Figure 1. Power grid (run 1).
Scale bar: 50 um. Pins as bars on the die edge.
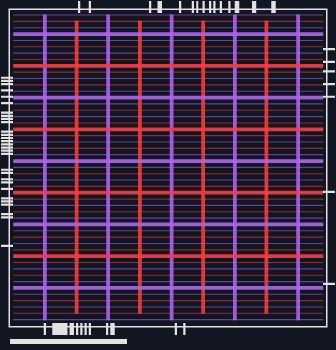
Figure 2. Placement by cell class (run 1).
Fill, decap, tap and diode cells in gray.
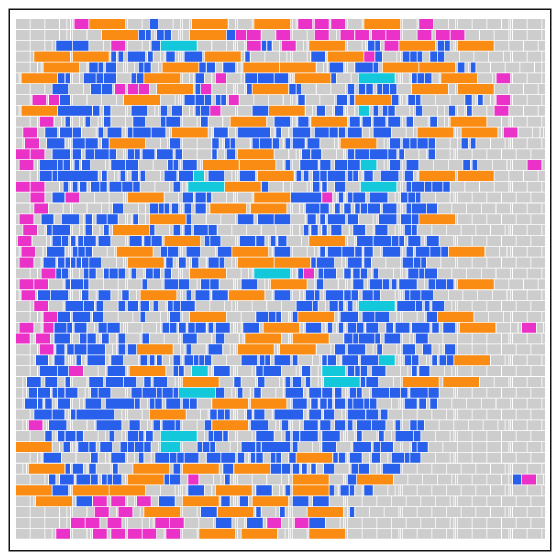
Figure 3. Clock wires, drivers and flops (run 1).
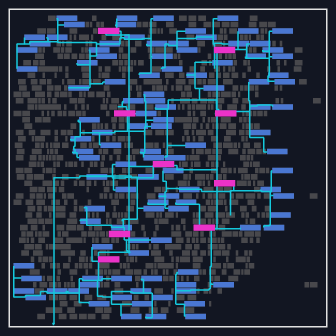
Figure 4. Metal layers overlaid (run 1).
Scale bar: 50 um. Two of the layers only.
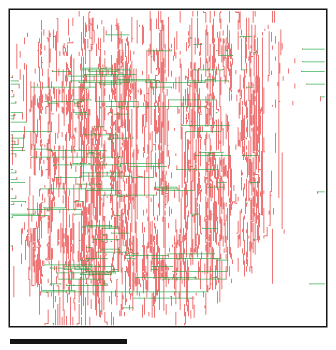
==> config.mk <==
export PLATFORM = sky130hd
export DESIGN_NAME = alu_seq
export DESIGN_NICKNAME = d
export VERILOG_FILES = /design/src/rtl/alu_seq.sv
export SDC_FILE = /design/constraint.sdc
export NUM_CORES = 1
export LEC_CHECK = 0
export CORE_UTILIZATION = 45
export DETAILED_ROUTE_END_ITERATION = 6
export PLACE_DENSITY = 0.65
export SKIP_LAST_GASP = 1
export SLEW_MARGIN = 20
export SYNTH_ARGS = -nofsm -noshare
export SYNTH_HDL_FRONTEND = slang
export SYNTH_SLANG_ARGS = --single-unit
==> constraint.sdc <==
create_clock -name clk -period 6.8 [get_ports clk]
set_clock_uncertainty 0.15 [all_clocks]
set_input_delay 0.68 -clock clk [delete_from_list [all_inputs] [get_ports clk]]
set_output_delay 0.68 -clock clk [all_outputs]
set_load 0.03 [all_outputs]
==> results.yml, run 1 <==
# flow metrics
outcome:
  status: "completed"
floorplanning:
  ios: 74
timing:
  fin_tns_setup_ns: 0
  post-route-period-util: 0.6722
  rsz0062_at_grt: "no"
  final_hold_viol_count: 0
  max_freq_mhz: 218.8
  setup_ws_ns: 2.229
  whs_ns: 0.3449
worst_setup_path:
  cp_slowest_cell: "nor4b_4"
  endpoint_kind: "flip-flop"
  cp-start-kind: "primary input"
  worstPathCellList: "clkdlybuf4s50_1, nor4b_4, xor2_1, ha_1, a31o_4, a221oi_4, a311o_2, o22ai_2, o41ai_4, xnor2_1, nor2_4, a21oi_1, a21oi_1"
  worstPathMaxFanout: 17
  crit_family: "AND-OR/OR-AND gates"
  cp.required_ns: 6.95
  cp_common_cell: "a21oi_1"
global_routing:
  grt_pass1_wl_um: 38300
  met1_usage: 0.3864
  grtUsageMet3: 0.04527
  grt_max_degree: 68
  grt_pass1_vias: 6655
  grt_remaining_overflow: 0
  antenna_found_initial: 0
  top_usage_layer: "met2"
routing:
  avgRoutedWirePerCell_um: 20.51
  dr_total_vias: 7048
yosys:
  yosysWarnings: 0
  yosysTopAreaCell: "dfrtp_1"
  synth-edff-count: 0
  top_cell_area_share: 0.3372
  ys_seq_frac: 0.3372
  ys_chip_area_um2: 8014
  postSynthCellCount: 907
  fp_nets: 1000
  synth.distinct_cells: 73
  synthFlopType: "dfrtp_1"
  synth_flops: 108
  synthTopCellsByArea: "dfrtp_1, ha_1, a21oi_1"
clocking:
  postCtsHoldBufs: 0
  ctsResizeCount: 0
  post_cts_buffers: 0
  clock-sinks: 108
  clkTransAtPathRegs_ns: 0.08
  cts_max_path_buffers: 2
  clockRootBuffer: "clkbuf_16"
  htree_levels: 3
power:
  p_total_uw: 2380
  power_density_nw_per_um2: 257.8
  switching_share: 0.4025
  power.switching_uw: 958.0
  internal_power_uw: 1422
  p_leak_uw: 0.004024
flow_run:
  drv_cap: 0
  tool_warnings: 28
placement:
  gp_congestion: 0.9763
  pre_cts_ws_ns: 1.851
  placed_cell_area_um2: 8927
finish:
  drive_gt1_frac: 0.08854
  n_antenna_cell: 0
  finalNetCount: 1048
-- Figure 1 (at the start) --
color	net
red	VDD
purple	VSS
met1 rails	49
met5 straps	9
met4 straps	9
rows	48
signal pins	74
die height: 135.5 um
Peak VDD IR: 0.1533 mV
Core ar.: 17360 um^2

-- Figure 2 (at the start) --
color	class	cells	share of their area
cyan	clock drivers and dummy loads	16	3.4%
blue	combinational and other logic	749	57%
orange	flops	108	30%
magenta	other buffers and delay cells	87	9.3%
FP Rows: 48
final instance area: 9231 um^2
flop share of the area: 0.2928
final core utilization: 0.5319

-- Figure 3 (at the start) --
[magenta] clock drivers | count: 9
[blue] flip-flops | count: 108
[cyan] clock wires | length: 1510 um
flops lie	spread over the die
clk latency late pin: 0.37 ns
clock distribution power: 551 uW
clock power share: 0.232

-- Figure 4 (at the start) --
color	layer	wire length
green	metal 3	1680 um
red	metal 2	10700 um
final wirelength: 24300 um
Tot GR Track Use: 0.2783

-- run 1: synth_stat cells, drive strengths merged, types with 3 or more instances --
master,n
o21a,10
nand2b,6
o22ai,3
a31oi,14
ha,51
o21ai,85
nor2b,6
mux2i,40
mux2,37
fa,3
xor2,27
o211ai,17
xnor2,27
o22a,4
nor2,90
nand2,71
or3,3
clkbuf,33
and3b,3
o31ai,3
nor3,14
o2111ai,4
and2,17
nand3b,18
o21bai,4
nand4,6
o221ai,3
buf,17
inv,33
a211oi,5
a21oi,87
nor4,6
nand3,7
dfrtp,108
a21o,12
-- run 1: stage by stage --
stage          cells    util
2_1_floorplan    907       -
3_3_place_gp    1169  0.5143
3_5_place_dp    1169  0.5143
4_1_cts         1185  0.5319
5_1_grt         1185  0.5319
6_report        1185  0.5319
-- run 1: routing by layer --
metal  vias to the layer above  part of all wire
met3                        51             0.069
met2                       296              0.44
met5                         -                 0
met1                      3322              0.45
li1                       3379                 -
met4                         0             0.038
-- run 1: power by group through the flow --
stage                     Sequential, uW  Clock (uW)  Combinational [uW]
after floorplan                      892           0                 612
after global placement               853           0                 964
after detailed placement             853           0                 970
after CTS                            842         559                 978
after global routing                 859         576                1070
final                                843         551                 986
-- run 1: worst register-to-register path, delay by kind of cell, from the launching register on --
kind | cells | cell delay, ns
AND-OR/OR-AND | 4 | 1.06
flip-flops | 1 | 0.75
AND/OR/NAND/NOR | 3 | 0.63
adder cells (fa/ha/maj) | 2 | 0.60
multiplexers | 1 | 0.53
XOR/XNOR | 1 | 0.23
buffers and inverters | 1 | 0.06
-- run 1: cell families after synthesis --
| kind of cell | Yosys count | synth area share |
|---|---|---|
| compound gates | 273 | 0.2133 |
| simple gates | 257 | 0.1549 |
| flops | 108 | 0.3372 |
| buf+inv | 83 | 0.04372 |
| mux | 78 | 0.1048 |
| xor+xnor | 54 | 0.05902 |
| fa+ha+maj | 54 | 0.08712 |
-- run 1: final cells by class --
cell class              count  share of cell area
inverters                  33             0.01369
clock buffers              10             0.02589
flip-flops and latches    108              0.2928
well taps                 225             0.03050
repair buffers             87             0.09054
clock inverters             6            0.007048
multi-input cells         716              0.5396
-- run 1: layout by cell type (no fill, tap or decap), types with 7 or more instances in the layout --
master             n
o211ai_1          17
and2_1            17
a31oi_1           14
nand3_1            7
o21ai_0           84
mux2i_1           40
xor2_1            27
dfrtp_1          108
nand3b_1          18
ha_1              51
buf_4             14
mux2_2            37
a21o_1            11
a21oi_1           87
clkbuf_16          9
nor2_1            89
o21a_1            10
inv_1             32
xnor2_1           27
clkdlybuf4s50_1   73
nand2_1           71
nor3_1            14
Figure 5. Clock wiring as the flow saved it (run 1).
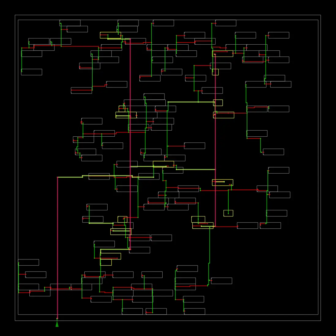

==> run 2, diff against run 1 <==
- clock period: 6.8 -> 4.8 ns (I/O delays scaled with it)
Figure 6. Clock wiring as the flow saved it (run 2).
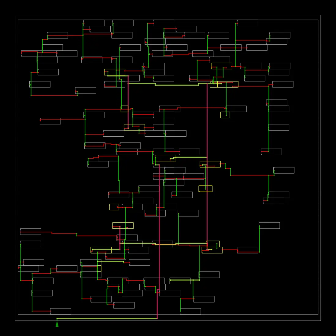
clk latency late pin: 0.38 ns
CLK BUF: 9
Flops: 108

==> run 2 against run 1 <==
  * Critical path depth up 1
  * Worst hold slack better by 0.0058 ns
  * Synthesized cell count unchanged
  * Combinational power is 42% higher
  * Critical endpoint is now result[27]
==> results.yml, run 2 <==
# flow metrics
worst_setup_path:
  cp_common_cell: "a21oi_1"
  cp.required_ns: 4.95
  worstPathArrival_ns: 4.27
  reg2reg_slack_ns: 1.01
  cp_slowest_cell: "clkdlybuf4s50_1"
  worstPathMaxFanout: 17
  cp-start-kind: "primary input"
  criticalPathCategory: "in -> reg"
  cpPeakStageDelay_ns: 0.51
  rr_worst_depth: 12
  worstPathCellList: "clkdlybuf4s50_1, nor4b_4, buf_4, xor2_1, ha_1, a221oi_1, o21a_1, a311o_2, o22ai_2, o41ai_4, xnor2_1, nor2_4, a21oi_1, a21oi_1"
  endpoint_kind: "flip-flop"
timing:
  maxSlewViolCount: 0
  slew-limit-headroom: 0.2965
  min_period_ns: 4.120
  rsz0062_at_grt: "no"
  final_hold_viol_count: 0
  setup_ws_ns: 0.6797
  whs_ns: 0.3507
  max_freq_mhz: 242.7
  post-route-period-util: 0.8584
  worstMarginPinSlew_ns: 1.051
  fin_tns_setup_ns: 0
  setup_violations: 0
global_routing:
  grt_pass1_wl_um: 38620
  grt_usage: 0.2815
  grt_remaining_overflow: 0
  grt_max_degree: 67
  grt_pass1_vias: 6639
  antenna_found_initial: 0
finish:
  drive_gt1_frac: 0.09138
  final_cell_area_um2: 9253
  finalNetCount: 1051
  n_antenna_cell: 0
  most-common-layout-cells: "dfrtp_1, nor2_1, a21oi_1"
  area_growth_pct: 15.46
  final_common_cell: "dfrtp_1"
clocking:
  htree_levels: 3
  cts_tree: "built"
  cts_max_path_buffers: 2
  ctsResizeCount: 0
  postCtsHoldBufs: 0
  clock-sinks: 108
  clockRootBuffer: "clkbuf_16"
  clkTransAtPathRegs_ns: 0.09
  post_cts_buffers: 0
  numCtsBuffers: 9
yosys:
  synthTopCellsByArea: "dfrtp_1, ha_1, a21oi_1"
  yosysTopAreaCell: "dfrtp_1"
  synthFlopType: "dfrtp_1"
  synth-edff-count: 0
  yosysCellCount: 907
  synthSimpleGateAreaFrac: 0.1549
  top_cell_area_share: 0.3372
  fp_nets: 1000
  synth-xor-area-share: 0.05902
  synth_flops: 108
  synth.distinct_cells: 73
  synthTopCellsByCount: "dfrtp_1, nor2_1, a21oi_1"
  postSynthCellCount: 907
  synth_top_cell_by_count: "dfrtp_1"
  syn-cell-area_um2: 8014
  ys_sh_mux: 0.1048
  synthAoiAreaFrac: 0.2133
  fa_ha_area_frac: 0.08712
  ys_seq_frac: 0.3372
  avgSynthCellArea_um2: 8.836
  ys_chip_area_um2: 8014
  top_logic_kind: "AND-OR/OR-AND gates"
  yosysWarnings: 0
  ys_async_sr_fraction: 1.000
power:
  power_density_nw_per_um2: 366.4
  p_leak_uw: 0.004044
  combPwrFrac: 0.414
  switching_share: 0.4081
  p_clk_frac: 0.235
  ir_drop_mv: 0.2238
  power.switching_uw: 1384
  internal_power_uw: 2006
  seq_power_share: 0.351
placement:
  io_buffers: 73
  hpwl_um: 18270
  gp_congestion: 0.9533
  pre_cts_ws_ns: 0.2830
  placed_cell_area_um2: 8950
outcome:
  status: "completed"
floorplanning:
  die_x_um: 135.5
  die_h_um: 135.5
  core_area_um2: 17360
  ios: 74
  die-area_um2: 18350
  core.rowCount: 48
  initial_core_util: 0.4617
min_path:
  min_path_cells: 1
  min_path_type: "reg -> reg"
routing:
  detail-route-antenna-nets: 0
  drtIter0Drc: 735
  dr.pass1.iters: 5
  avgRoutedWirePerCell_um: 20.73
  wl_um: 24620
  dr_total_vias: 7080
  drc: 0
  post_drt_via_cell_ratio: 5.960
flow_run:
  drv_cap: 0
  tool_warnings: 28
Figure 7. Placement by cell class (run 2).
Fill, decap, tap and diode cells in gray.
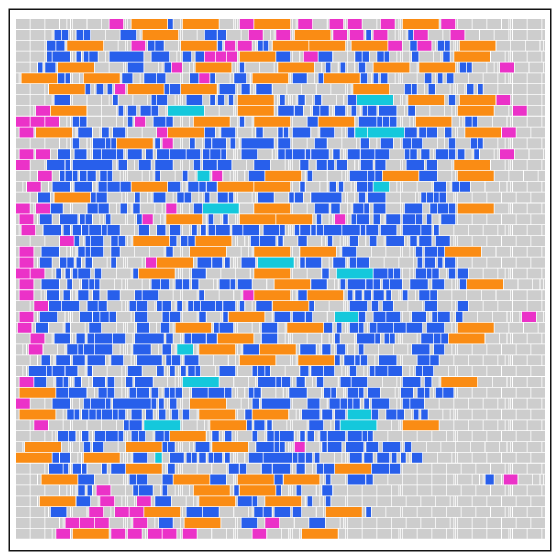
color	class	cells	share of their area
cyan	clock drivers and dummy loads	16	3.4%
orange	flops	108	30%
blue	combinational and other logic	749	57%
magenta	other buffers and delay cells	90	9.6%
final core utilization: 0.5331
flop share of the area: 0.2921

## run 2: cell count changes in the layout (fill, tap and decap cells not counted), sizes merged
cell,previous run,this run
clkbuf,10,9
buf,14,17
clkinv,1,4
clkinvlp,2,0
## run 2: final cells by class
class                   instances  area [um^2]
clock buffers                   9        225.2
clock inverters                 7        77.57
fillers                      1635         8104
inverters                      33        126.4
multi-input cells             716         4981
flip-flops and latches        108         2703
well taps                     225        281.5
repair buffers                 90        858.3
## run 2: routing by layer
metal	track usage	part of all wire	vias up
li1	-	-	3375
met1	0.4023	0.46	3390
met2	0.4316	0.45	271
met3	0.04078	0.063	44
met4	0.1011	0.028	0
met5	0	0	-
## run 2: worst max-delay path, delay by kind of cell
kind | cells | cell delay (ns)
simple gates | 2 | 0.86
buf+inv | 2 | 0.87
fa+ha+maj | 1 | 0.28
xor+xnor | 2 | 0.41
compound gates | 7 | 1.36
## run 2: kinds of logic after synthesis
kind of cell    count (synthesis)
compound gates                273
simple gates                  257
flops                         108
buf+inv                        83
mux                            78
xor+xnor                       54
fa+ha+maj                      54
## run 2: power groups by stage
stage | Clock [uW] | Sequential [uW] | Combinational [uW]
after floorplan | 0 | 1260 | 867
after global placement | 0 | 1200 | 1380
after detailed placement | 0 | 1200 | 1390
after CTS | 793 | 1190 | 1400
after global routing | 837 | 1210 | 1530
final | 797 | 1190 | 1400
## run 2: metrics by stage
step / total power [uW] / instances / utilization
2_1_floorplan: 2131 / 907 / -
3_3_place_gp: 2578 / 1172 / 0.5156
3_5_place_dp: 2592 / 1172 / 0.5156
4_1_cts: 3375 / 1188 / 0.5331
5_1_grt: 3575 / 1188 / 0.5331
6_report: 3390 / 1188 / 0.5331
Power and IR drop assume default switching activity.
